==> src/rtl/mem_pkg.sv <==
// Shared types and encodings for the data-memory access stage.
package mem_pkg;

    typedef enum logic [1:0] {
        IDLE = 2'd0,
        REQ  = 2'd1,
        DONE = 2'd2
    } state_e;

    localparam logic [1:0] SZ_BYTE = 2'b00;
    localparam logic [1:0] SZ_HALF = 2'b01;
    localparam logic [1:0] SZ_WORD = 2'b10;
    localparam logic [1:0] SZ_LOAD = 2'b11;

    localparam logic [2:0] F3_LB  = 3'b000;
    localparam logic [2:0] F3_LH  = 3'b001;
    localparam logic [2:0] F3_LW  = 3'b010;
    localparam logic [2:0] F3_LBU = 3'b100;
    localparam logic [2:0] F3_LHU = 3'b101;

    localparam logic [1:0] ERR_OK       = 2'b00;
    localparam logic [1:0] ERR_MISALIGN = 2'b01;
    localparam logic [1:0] ERR_TIMEOUT  = 2'b10;
    localparam logic [1:0] ERR_ILLEGAL  = 2'b11;

    // Effective access width of a store or load; SZ_LOAD marks an illegal load funct3.
    function automatic logic [1:0] access_size(input logic [1:0] store_size,
                                               input logic [2:0] funct3);
        logic [1:0] size;
        if (store_size != SZ_LOAD) begin
            size = store_size;
        end else begin
            case (funct3)
                F3_LB, F3_LBU: size = SZ_BYTE;
                F3_LH, F3_LHU: size = SZ_HALF;
                F3_LW:         size = SZ_WORD;
                default:       size = SZ_LOAD;
            endcase
        end
        return size;
    endfunction

endpackage

==> src/rtl/load_align.sv <==
// Selects the addressed byte/halfword of a bus word and sign/zero-extends it.
module load_align
    import mem_pkg::*;
#(
    parameter int XLEN = 32
) (
    input  logic [XLEN-1:0] word_i,
    input  logic [1:0]      off_i,
    input  logic [2:0]      funct3_i,
    output logic [XLEN-1:0] result_o
);

    logic [7:0]  byte_s;
    logic [15:0] half_s;

    // Lane selection followed by extension according to the load type.
    always_comb begin
        case (off_i)
            2'd0:    byte_s = word_i[7:0];
            2'd1:    byte_s = word_i[15:8];
            2'd2:    byte_s = word_i[23:16];
            2'd3:    byte_s = word_i[31:24];
            default: byte_s = 8'h00;
        endcase
        if (off_i[1]) begin
            half_s = word_i[31:16];
        end else begin
            half_s = word_i[15:0];
        end
        case (funct3_i)
            F3_LB:   result_o = {{(XLEN-8){byte_s[7]}}, byte_s};
            F3_LBU:  result_o = {{(XLEN-8){1'b0}}, byte_s};
            F3_LH:   result_o = {{(XLEN-16){half_s[15]}}, half_s};
            F3_LHU:  result_o = {{(XLEN-16){1'b0}}, half_s};
            F3_LW:   result_o = word_i;
            default: result_o = '0;
        endcase
    end

endmodule

==> src/rtl/data_mem_unit.sv <==
// Data-memory access stage: one load/store per request over a req/ack bus,
// stalling the core until completion, error or ack timeout. Lane logic assumes XLEN=32.
module data_mem_unit
    import mem_pkg::*;
#(
    parameter int ACK_TIMEOUT = 255,
    parameter int XLEN        = 32
) (
    input  logic            CLK,
    input  logic            RST_N,
    input  logic            memory_en,
    input  logic [1:0]      store_size,
    input  logic [2:0]      funct3,
    input  logic [XLEN-1:0] addr,
    input  logic [XLEN-1:0] wdata,
    output logic [XLEN-1:0] rdata_out,
    output logic            data_valid,
    output logic            mem_stall,
    output logic [1:0]      mem_err,
    output logic            bus_req,
    output logic            bus_we,
    output logic [XLEN-1:0] bus_addr,
    output logic [3:0]      bus_be,
    output logic [XLEN-1:0] bus_wdata,
    input  logic            bus_ack,
    input  logic [XLEN-1:0] bus_rdata
);

    localparam logic [15:0] TIMEOUT_LAST = 16'(ACK_TIMEOUT - 1);

    state_e          state_q;
    logic [15:0]     cnt_q;
    logic            is_load_q;
    logic [1:0]      off_q;
    logic [2:0]      f3_q;

    logic [1:0]      size_s;
    logic [1:0]      err_s;
    logic [3:0]      be_s;
    logic [XLEN-1:0] wdata_s;
    logic [XLEN-1:0] aligned_s;

    // Decode of the incoming request: width, lane enables, replicated data and errors.
    always_comb begin
        size_s  = access_size(store_size, funct3);
        be_s    = 4'b0000;
        wdata_s = '0;
        case (size_s)
            SZ_BYTE: begin
                be_s    = 4'b0001 << addr[1:0];
                wdata_s = {4{wdata[7:0]}};
            end
            SZ_HALF: begin
                be_s    = 4'b0011 << addr[1:0];
                wdata_s = {2{wdata[15:0]}};
            end
            SZ_WORD: begin
                be_s    = 4'b1111;
                wdata_s = wdata;
            end
            default: begin
                be_s    = 4'b0000;
                wdata_s = '0;
            end
        endcase
        if (store_size == SZ_LOAD) begin
            wdata_s = '0;
        end else begin
            wdata_s = wdata_s;
        end
        if (size_s == SZ_LOAD) begin
            err_s = ERR_ILLEGAL;
        end else if (size_s == SZ_HALF && addr[0]) begin
            err_s = ERR_MISALIGN;
        end else if (size_s == SZ_WORD && addr[1:0] != 2'b00) begin
            err_s = ERR_MISALIGN;
        end else begin
            err_s = ERR_OK;
        end
    end

    load_align #(.XLEN(XLEN)) u_load_align (
        .word_i   (bus_rdata),
        .off_i    (off_q),
        .funct3_i (f3_q),
        .result_o (aligned_s)
    );

    // Stall follows memory_en while idle so the core freezes in the request cycle itself.
    assign mem_stall = RST_N && ((state_q == REQ) || (state_q == IDLE && memory_en));

    // Access sequencer with registered bus and result outputs.
    always_ff @(posedge CLK or negedge RST_N) begin
        if (!RST_N) begin
            state_q    <= IDLE;
            cnt_q      <= 16'd0;
            is_load_q  <= 1'b0;
            off_q      <= 2'b00;
            f3_q       <= 3'b000;
            bus_req    <= 1'b0;
            bus_we     <= 1'b0;
            bus_addr   <= '0;
            bus_be     <= 4'b0000;
            bus_wdata  <= '0;
            rdata_out  <= '0;
            data_valid <= 1'b0;
            mem_err    <= ERR_OK;
        end else begin
            data_valid <= 1'b0;
            case (state_q)
                IDLE: begin
                    if (memory_en) begin
                        is_load_q <= (store_size == SZ_LOAD);
                        off_q     <= addr[1:0];
                        f3_q      <= funct3;
                        if (err_s != ERR_OK) begin
                            state_q    <= DONE;
                            mem_err    <= err_s;
                            rdata_out  <= '0;
                            data_valid <= 1'b1;
                        end else begin
                            state_q   <= REQ;
                            cnt_q     <= 16'd0;
                            bus_req   <= 1'b1;
                            bus_we    <= (store_size != SZ_LOAD);
                            bus_addr  <= {addr[XLEN-1:2], 2'b00};
                            bus_be    <= be_s;
                            bus_wdata <= wdata_s;
                        end
                    end
                end
                REQ: begin
                    // A late ack still beats the timeout in the same cycle.
                    if (bus_ack) begin
                        state_q    <= DONE;
                        bus_req    <= 1'b0;
                        mem_err    <= ERR_OK;
                        rdata_out  <= is_load_q ? aligned_s : '0;
                        data_valid <= 1'b1;
                    end else if (cnt_q == TIMEOUT_LAST) begin
                        state_q    <= DONE;
                        bus_req    <= 1'b0;
                        mem_err    <= ERR_TIMEOUT;
                        rdata_out  <= '0;
                        data_valid <= 1'b1;
                    end else begin
                        cnt_q <= cnt_q + 16'd1;
                    end
                end
                DONE: begin
                    state_q <= IDLE;
                end
                default: begin
                    state_q <= IDLE;
                    bus_req <= 1'b0;
                end
            endcase
        end
    end

endmodule

==> config.mk <==
export PLATFORM = sky130hd
export DESIGN_NAME = data_mem_unit
export DESIGN_NICKNAME = d
export VERILOG_FILES = /design/src/rtl/mem_pkg.sv /design/src/rtl/load_align.sv /design/src/rtl/data_mem_unit.sv
export SDC_FILE = /design/constraint.sdc
export NUM_CORES = 1
export LEC_CHECK = 0
export CORE_MARGIN = 2
export CORE_UTILIZATION = 50
export DETAILED_ROUTE_END_ITERATION = 16
export GPL_TIMING_DRIVEN = 0
export PLACE_DENSITY = 0.86
export SLEW_MARGIN = 30
export SYNTH_ARGS = -nofsm -noshare
export SYNTH_HDL_FRONTEND = slang
export SYNTH_SLANG_ARGS = --single-unit
==> constraint.sdc <==
create_clock -name CLK -period 3.4 [get_ports CLK]
set_clock_uncertainty 0.2 [all_clocks]
set_input_delay 0.34 -clock CLK [delete_from_list [all_inputs] [get_ports CLK]]
set_output_delay 0.34 -clock CLK [all_outputs]
set_load 0.02 [all_outputs]
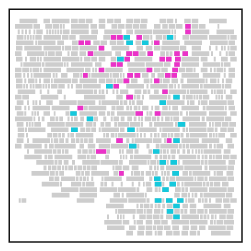
(gate-type map)
Drawn at 2 px/micron.
legend:
  cyan:
    family: multiplexers
    cells: 29
  magenta:
    family: AND-OR and OR-AND gates
    cells: 42
    where: top center

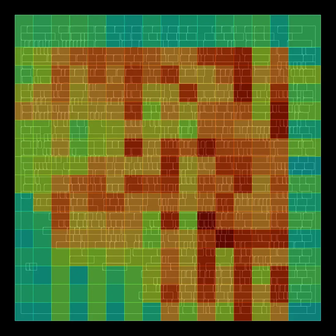
(routing congestion map)
met3 Track Usage GR: 7.008%
gr usage total: 30.09%
GRT busiest layer: met2

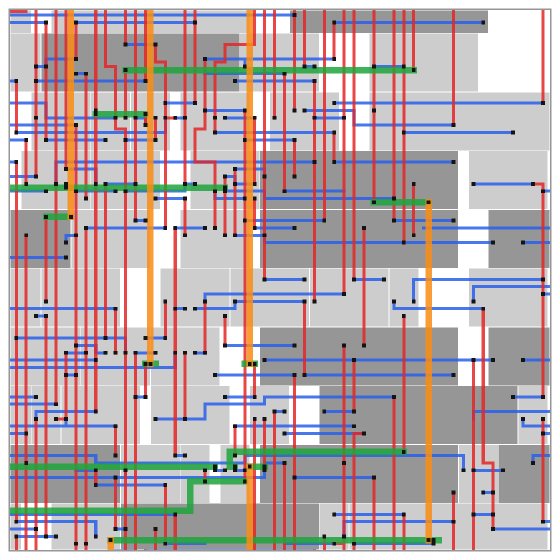
(a small window of the routed layout)
Window x 74 to 99, y 74 to 99 microns. Cells in gray, sequential cells in the stronger gray; small squares are vias.
legend:
  orange:
    layer: met4
  blue:
    layer: met1
  red:
    layer: met2
  green:
    layer: met3
most frequent: a22o_1 (10), clkdlybuf4s50_1 (10), dfrtp_1 (8)
cells with their middle in the window: 43
sequential cells in the window: 8
netlist names of flops here include: bus_wdata (6), bus_be (2)

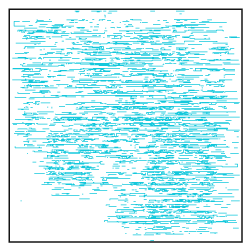
(signal wires on met1)
Drawn at 2 px/micron.
share of all routed wire: 38%
longest straight run: 51.5 microns
nets with wire on the layer: 883
wire length on this layer: 7640 microns

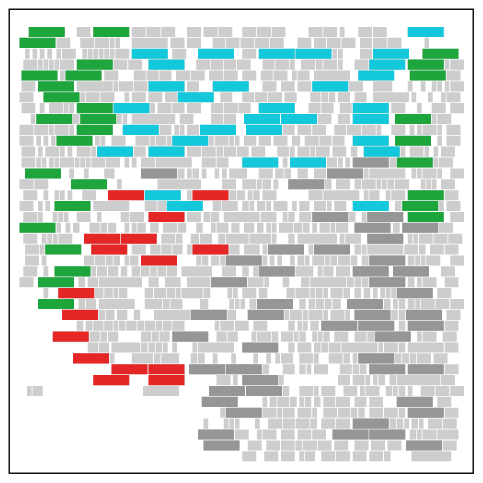
(where the registers sit)
Drawn at 4 px/micron. Other sequential cells in the stronger gray, the rest of the logic in the fainter gray.
legend:
  cyan:
    name_in_the_netlist: bus_wdata
    placed_flops: 32
  red:
    name_in_the_netlist: cnt_q
    placed_flops: 16
  green:
    name_in_the_netlist: bus_addr
    placed_flops: 30

[final timing paths]
kind / end / slack (ns) / depth (start not counted)
max in group asynchronous: cnt_q[4] / 2.07 / 3
setup reg to reg: bus_wdata[23] / 0.65 / 7
hold / removal: off_q[1] / 0.19 / 3
hold reg to reg: bus_req / 0.27 / 1
min in group asynchronous: rdata_out[30] / 0.23 / 2
setup / recovery: mem_stall / 0.38 / 5
[cell families (layout without fill, tap and decap cells)]
logic type               count (synthesis)  after routing  share of synthesized area (%)
XOR/XNOR                                 1              1                         0.1405
other                                    1              2                        0.06016
buffers and inverters                   54            293                          4.195
adder cells (fa/ha/maj)                  2              2                         0.4014
multiplexers                            29             29                          4.717
AND/OR/NAND/NOR                        262            262                          18.95
AND-OR/OR-AND                          180            180                          20.55
flip-flops                             127            127                          50.98
[state kept, by name, summed over array words and instances, names as in the netlist]
signal	cells
off_q	2
f3_q	3
bus_addr	30
is_load_q	1
data_valid	1
mem_err	2
state_q	2
rdata_out	32
cnt_q	16
bus_req	1
bus_be	4
bus_wdata	32
bus_we	1
[cell usage in the layout (no fill, tap or decap), drive strengths merged, types with 25 or more instances in the layout]
cell             n
buf             25
clkbuf          41
a22o            35
clkdlybuf4s50  204
nor2            32
o21ai           42
dfrtp          127
mux2i           26
a21oi           45
nand2          166
[metrics by stage]
| stage | utilization [%] | setup WS (ns) | std cells | cell area (sq um) |
|---|---|---|---|---|
| floorplan | - | 1.263 | 657 | 6237 |
| global placement | 70.18 | -3.054 | 1030 | 8499 |
| detailed placement | 70.44 | 0.3446 | 1031 | 8532 |
| CTS | 75.73 | 0.3287 | 1064 | 9173 |
| global route | 75.77 | 0.2062 | 1064 | 9178 |
| finish | 75.77 | 0.3799 | 1064 | 9178 |
==> CHANGELOG.md <==
### Changed

- Largest net degree at the start of global routing: 73
- Critical path fanouts, max: 72
- Mapped Cells: 656
- Layout Nets: 990
- Synthesized registers: 127
- Hold buffer count at cts: 1
- Total length of routed met2 wires: 10230 microns
- # Taps: 168
- Vias in the first global route: 6168
- MI comb area: 2803 sq um
- Clock root buffer master: clkbuf_16
- Worst Path Buf+Inv: 4
- Dpl hpwl: 14240 microns
- Clock buf count: 18
- Core area: 12110 sq um
- Antenna viol nets, final: 0
- Post_cts resized: 0
- Routed met3 length: 1622 microns
- Setup violators final: 0
- Ys cells: 656
- Clock group: 0.00194 W
- Startpoint Class: primary input
- WL per Instance: 18.99 microns
- Antenna diode count: 0
- Sw power: 0.003069 W
- Combinational share of cell area: 30.54%
- Final Wtd Congestion: 0.9019
- Post-synthesis instance area: 6233 sq um
- Crit. Startpoint: RST_N
- Count of library flops with an enable pin: 0
- Sequential cell area share: 34.63%
- Worst R2R Start: state_q[0]
- Fraction of registers with async set/reset: 100.0%
- Top cell area share: 50.98%
- Met1 Wirelength: 7640 microns
- Sequential power share: 30.6%
- Most frequent cell after synthesis: nand2_1
- Ratio of cells with drive above 1 in the final layout: 8.036%
- GRT met1 Usage: 36.87%
- Pre-Place Util: 51.47%
- Comb pwr share: 45.1%
- Hold_sp: addr[1]
- FP Rows: 40
- Vias: 6287
- Io pins: 211
- Comb gates: 476
- ClkCell Share: 6.871%
- H-tree depth: 4
- Flip-flops: 127
- Logic inverters: 8
- Worst hold path type: in -> reg
- Top cells by area: dfrtp_1 (51%), nand2_1 (10%), a22o_1 (4.9%)
- Die extent in y: 115.7 microns
- Tcrit/Tclk final: 88.83%
- Layout fillers: 814
- Crit-path slowest cell: clkdlybuf4s50_1
- Non-clk buf share: 25.34%
- P_seq: 0.00244 W
- Ys flop type: dfrtp_1
- 1st-pass router iterations: 5
- First-pass GRT wire length: 31180 microns
- WHS: 0.1929 ns
- Total Power: 0.007980 W
- DR DRC count: 0
- Latency at later pin: 0.43 ns
- DRT Wirelength: 20210 microns
- Longest Clk Path Bufs: 2
- Worst path max stage delay: 0.62 ns
- Period minus WS final: 3.020 ns
- Max-slew violation count: 0
- Tool warning count: 27
- P_int: 0.004911 W
- Grt total ovfl: 0
- Setup crit end kind: primary output
- CTS tree: done
- Leading area contributor after synthesis: dfrtp_1
- Initial drt markers: 596
- Top Consumer: combinational logic
- Yosys chip area: 6233 sq um
- Die footprint: 13380 sq um
- Critical path class: in -> out
- Synth unique cells: 62
- Repair and plain buffers: 253
- Fin Setup TNS: 0 ns
- Area-dominant class: sequential cells
- VDD IR max: 0.5103 mV
- Tightest Pin Transition: 0.8332 ns
- CTS Buf Count: 17
- Comb. pwr: 0.00360 W
- Syn Area/Cell: 9.502 sq um
- Outcome: finished, final reports clean
- Initial antenna violation count: 0
- Clock power frac: 24.3%
- Port bufs: 205
- RSZ-0062 raised after global routing: no
- Cell family contributing the most delay on the critical path: buffers and inverters
- Post-synth seq share: 50.98%
- Clk slew on worst S/H paths: 0.05 ns
- Crit-path cells: dlygate4sd3_1 > buf_8 > buf_16 > o21a_1 > clkdlybuf4s50_1
- Critical path arrival: 2.48 ns
- Max-cap violations: 0
- Slew HR: 44.34%
- Ys Warns: 0
- Crit path required time: 2.86 ns
- Hold Violations, Final: 0
- Post-CTS Setup Inserts: 0
- Routed vias/inst: 5.909
- Top cells by count: nand2_1 (166), dfrtp_1 (127), a21oi_1 (44)
- P_leak: 4.060 nW
- Layout area overhead: 47.23%
- Top sig layer: met4
- DIE WIDTH: 115.7 microns
- Sink Count: 127
- Sw frac: 38.46%
- Sequential cell area: 3178 sq um
No activity file was given, so power comes from the tool's default toggle rates.
